--- config.mk ---
export PLATFORM = sky130hd
export DESIGN_NAME = shift_word_serializer
export DESIGN_NICKNAME = d
export VERILOG_FILES = /design/src/rtl/shift_word_serializer.sv
export SDC_FILE = /design/constraint.sdc
export NUM_CORES = 1
export LEC_CHECK = 0
export CAP_MARGIN = 20
export CORE_MARGIN = 1.5
export CORE_UTILIZATION = 23
export CTS_BUF_LIST = sky130_fd_sc_hd__clkbuf_16
export DETAILED_ROUTE_END_ITERATION = 10
export PLACE_DENSITY = 0.51
export SLEW_MARGIN = 20
export SYNTH_ARGS = -nofsm -noshare
export SYNTH_HDL_FRONTEND = slang
export SYNTH_SLANG_ARGS = --single-unit
--- constraint.sdc ---
create_clock -name clk -period 2.4 [get_ports clk]
set_clock_uncertainty 0.05 [all_clocks]
set_input_delay 0.48 -clock clk [delete_from_list [all_inputs] [get_ports clk]]
set_output_delay 0.48 -clock clk [all_outputs]
set_load 0.005 [all_outputs]
--- src/rtl/shift_word_serializer.sv ---
// Serializes one parallel word per handshake, MSB-first, framed by start/stop bits.
// Optional even-parity bit before STOP when SHIFT_WORD_SERIALIZER_PARITY_EN is defined.
module shift_word_serializer #(
   parameter int DATA_W   = 8,
   parameter int BAUD_DIV = 4
) (
   input  logic              clk,
   input  logic              reset_n,
   input  logic [DATA_W-1:0] in_data,
   input  logic              in_valid,
   output logic              in_ready,
   output logic              ser_out,
   output logic              busy,
   output logic              done
);

   localparam int BW = (BAUD_DIV > 1) ? $clog2(BAUD_DIV) : 1;
   localparam int CW = $clog2(DATA_W);
   localparam logic [BW-1:0] BAUD_LAST = BW'(BAUD_DIV - 1);
   localparam logic [CW-1:0] BIT_LAST  = CW'(DATA_W - 1);

`ifdef SHIFT_WORD_SERIALIZER_PARITY_EN
   typedef enum logic [2:0] {IDLE, START, DATA, PARITY, STOP} state_t;
`else
   typedef enum logic [2:0] {IDLE, START, DATA, STOP} state_t;
`endif

   state_t            state, state_n;
   logic [BW-1:0]     baud_cnt, baud_n;
   logic [CW-1:0]     bit_cnt, bit_n;
   logic [DATA_W-1:0] shreg, shreg_n;
   logic              ser_n;
   logic              tick;
`ifdef SHIFT_WORD_SERIALIZER_PARITY_EN
   logic              par_q, par_n;
`endif

   assign tick     = (baud_cnt == BAUD_LAST);
   assign in_ready = (state == IDLE);
   assign busy     = (state != IDLE);

   always_comb begin
      state_n = state;
      baud_n  = (state == IDLE || tick) ? '0 : baud_cnt + 1'b1;
      bit_n   = bit_cnt;
      shreg_n = shreg;
      done    = 1'b0;
`ifdef SHIFT_WORD_SERIALIZER_PARITY_EN
      par_n   = par_q;
`endif
      unique case (state)
         IDLE: begin
            if (in_valid) begin
               state_n = START;
               shreg_n = in_data;
`ifdef SHIFT_WORD_SERIALIZER_PARITY_EN
               par_n   = ^in_data;
`endif
            end
         end
         START: begin
            if (tick) state_n = DATA;
         end
         DATA: begin
            if (tick) begin
               shreg_n = {shreg[DATA_W-2:0], 1'b0};
               if (bit_cnt == BIT_LAST) begin
                  bit_n = '0;
`ifdef SHIFT_WORD_SERIALIZER_PARITY_EN
                  state_n = PARITY;
`else
                  state_n = STOP;
`endif
               end else begin
                  bit_n = bit_cnt + 1'b1;
               end
            end
         end
`ifdef SHIFT_WORD_SERIALIZER_PARITY_EN
         PARITY: begin
            if (tick) state_n = STOP;
         end
`endif
         STOP: begin
            if (tick) begin
               done    = 1'b1;
               state_n = IDLE;
            end
         end
         default: state_n = IDLE;
      endcase
   end

   // Line level is decoded from the next state so ser_out stays a pure flop.
   always_comb begin
      ser_n = 1'b1;
      unique case (state_n)
         START:   ser_n = 1'b0;
         DATA:    ser_n = shreg_n[DATA_W-1];
`ifdef SHIFT_WORD_SERIALIZER_PARITY_EN
         PARITY:  ser_n = par_n;
`endif
         default: ser_n = 1'b1;
      endcase
   end

   always_ff @(posedge clk or negedge reset_n) begin
      if (!reset_n) begin
         state    <= IDLE;
         baud_cnt <= '0;
         bit_cnt  <= '0;
         shreg    <= '0;
         ser_out  <= 1'b1;
`ifdef SHIFT_WORD_SERIALIZER_PARITY_EN
         par_q    <= 1'b0;
`endif
      end else begin
         state    <= state_n;
         baud_cnt <= baud_n;
         bit_cnt  <= bit_n;
         shreg    <= shreg_n;
         ser_out  <= ser_n;
`ifdef SHIFT_WORD_SERIALIZER_PARITY_EN
         par_q    <= par_n;
`endif
      end
   end

endmodule

Figure 1. Local utilization.
The die is cut into 6 by 6 equal tiles; white is low, dark blue is high, 0 to 100% covered.
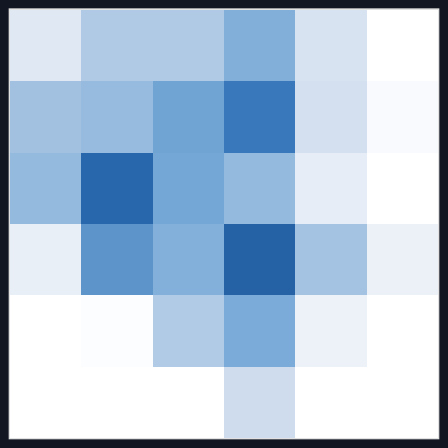
mean over tiles: 26%
emptiest ninth of the die: bottom left
densest ninth of the die: middle
tiles over 75% full: 5.6%

Figure 2. Selected gate families.
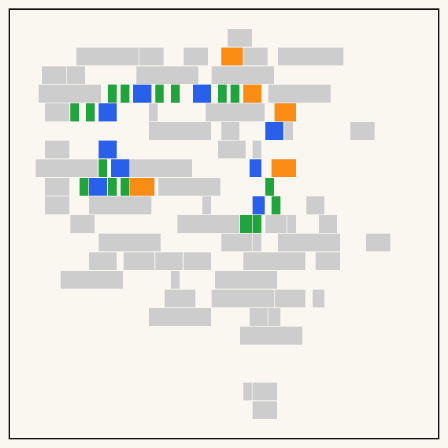
[blue] aoi and oai cells | cells: 9 | most used: a22oi_1
[orange] non-inverting ao/oa cells | cells: 5 | where: top middle
[green] nand cells | cells: 16 | most used: nand2_1

==> results.sh <==
# yosys + openroad results
export IMPL_powerComb_w=0.000160
export IMPL_openroad_warnings=26
export IMPL_most_common_cell="dfrtp_1"
export IMPL_topCellsByArea="dfrtp_1 49%, nand2_1 6.9%, a22oi_1 5.5%, ha_1 4.6%, buf_6 4.1%"
export IMPL_hold_viol_final=0
export IMPL_crit_fanout=8
export IMPL_coreArea_sq_um=3360
export IMPL_cp_startpoint="state[2]"
export IMPL_cp_slowest_cell="clkdlybuf4s50_1"
export IMPL_vias=572
export IMPL_crit_end="in_ready"
export IMPL_numCtsBuffers=3
export IMPL_drt_initial_drc_count=3
export IMPL_track_usage_pct=7.63
export IMPL_use_met3_pct=2.88
export IMPL_routed_wl_microns=1420
export IMPL_cts_tree="yes"
export IMPL_non_clock_buffer_area_share_pct=15.7
export IMPL_async_flop_share_pct=100
export IMPL_clock_sinks=17
export IMPL_final_util_pct=32.2
export IMPL_dominant_cells="registers"
export IMPL_area_delta_synth_final_pct=32.8
export IMPL_grt_max_degree=18
export IMPL_ir_drop_uv=333
export IMPL_cts_resized=0
export IMPL_wl_met3_microns=71
export IMPL_fp_util_pct=24.3
export IMPL_top_layer_used="met4"
export IMPL_ant_nets=0
export IMPL_yosysWarnings=0
export IMPL_wl_met1_microns=673
export IMPL_crit_chain="nor3_1 -> clkdlybuf4s50_1"
export IMPL_grt_pass1_wl_microns=2360
export IMPL_required_ns=1.87
export IMPL_outcome="finished clean"
export IMPL_num_antenna_cells=0
export IMPL_synthesis_instances=72
export IMPL_pg_seq_w=0.000382
export IMPL_grt_use_met1_pct=10.4
export IMPL_top_usage_layer="met2"
export IMPL_rows=21
export IMPL_p_sw_w=0.000204
export IMPL_r2r_cells=5
export IMPL_fin_tns_setup_ns=0
export IMPL_rsz0062_at_grt="false"
export IMPL_drive_gt1_share_pct=14.4
export IMPL_clk_latency_ns=0.24
export IMPL_grt_pass1_vias=515
export IMPL_netlist_area_leader_share_pct=49.1
export IMPL_numPortBuffers=14
export IMPL_synth_cell_type_count=26
export IMPL_yosysSeqAreaShare_pct=52.3
export IMPL_ff_count=17
export IMPL_fp_nets=86
export IMPL_ios=15
export IMPL_p_leak_nw=0.508
export IMPL_combGateArea_sq_um=343
export IMPL_holdCritStartpoint="baud_cnt[0]"
Figure 3. Routed metal, one color a layer.
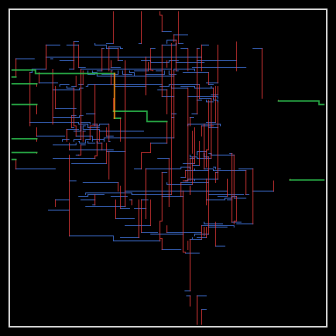
[orange] metal 4 | wire length: 8.80 microns
[green] metal 3 | wire length: 71.7 microns
[red] metal 2 | wire length: 668 microns
[blue] metal 1 | wire length: 674 microns

Figure 4. Metal 2.
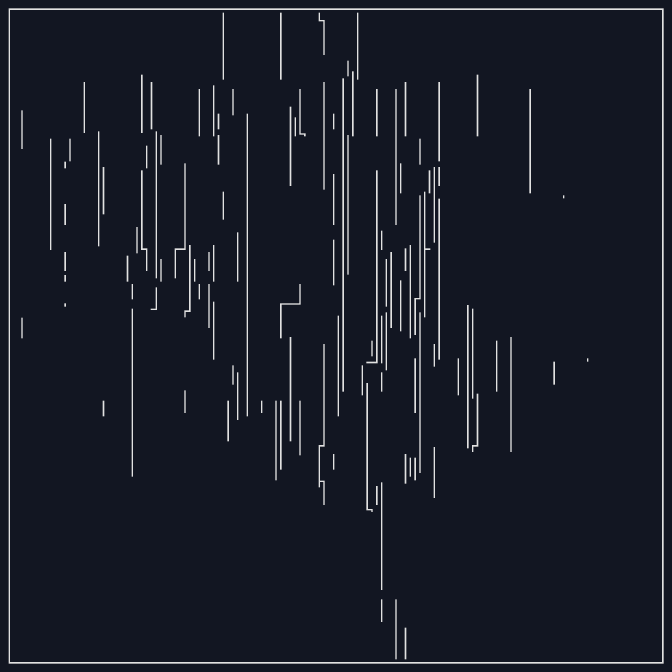
share of all routed wire: 47%
nets with wire on the layer: 87
longest straight run: 29.9 microns
wire length on this layer: 668 microns
main direction: vertical

per-stage QoR:
stage	instance area [sq um]	std cells	total power (W)	hold slack, ns
finish	1080	136	0.000863	0.390
CTS	1080	136	0.000877	0.391
detailed placement	1000	132	0.000550	0.384
floorplan	816	72	0.000488	0.134
global route	1080	136	0.000915	0.409
global placement	1000	132	0.000543	0.376
cell families (layout without fill, tap and decap cells):
family / after synthesis / after routing / synth area share [%]
AND/OR/NAND/NOR: 27 / 27 / 18.6
flip-flops: 17 / 17 / 52.3
AND-OR/OR-AND: 14 / 14 / 13.2
buffers and inverters: 6 / 24 / 5.67
adder cells (fa/ha/maj): 3 / 3 / 4.60
multiplexers: 3 / 3 / 4.14
other: 1 / 1 / 0.460
XOR/XNOR: 1 / 1 / 1.07
placed cells by master, fill, tap and decap left out:
cell type,Yosys,routed
dfrtp_1,16,16
nand2_1,15,15
clkdlybuf4s50_1,0,14
a22oi_1,6,6
nor2_1,4,4
buf_4,0,4
inv_1,2,3
mux2_1,3,3
ha_1,3,3
clkbuf_16,0,3
nor3_1,2,2
o21ai_0,2,2
xor2_1,1,1
nand3_1,1,1
nor4b_4,1,1
and4bb_2,1,1
nor2_4,1,1
a22o_1,1,1
a21o_1,1,1
o22a_2,1,1
o211ai_1,1,1
o31a_1,1,1
nor3b_1,1,1
and4b_1,1,1
a22o_2,1,1
dfstp_2,1,1
conb_1,1,1
registers in the layout (all words and copies together) (netlist names):
name / cells
ser_out: 1
bit_cnt: 3
state: 3
baud_cnt: 2
shreg: 8
worst reg2reg max path, delay by kind of cell, from the launching register on:
family / cells / cell delay [ns]
flip-flops: 1 / 0.34
AND-OR/OR-AND: 2 / 0.47
AND/OR/NAND/NOR: 2 / 0.56
adder cells (fa/ha/maj): 1 / 0.27
Power figures rest on the tool's default switching activity, not on a simulated workload.
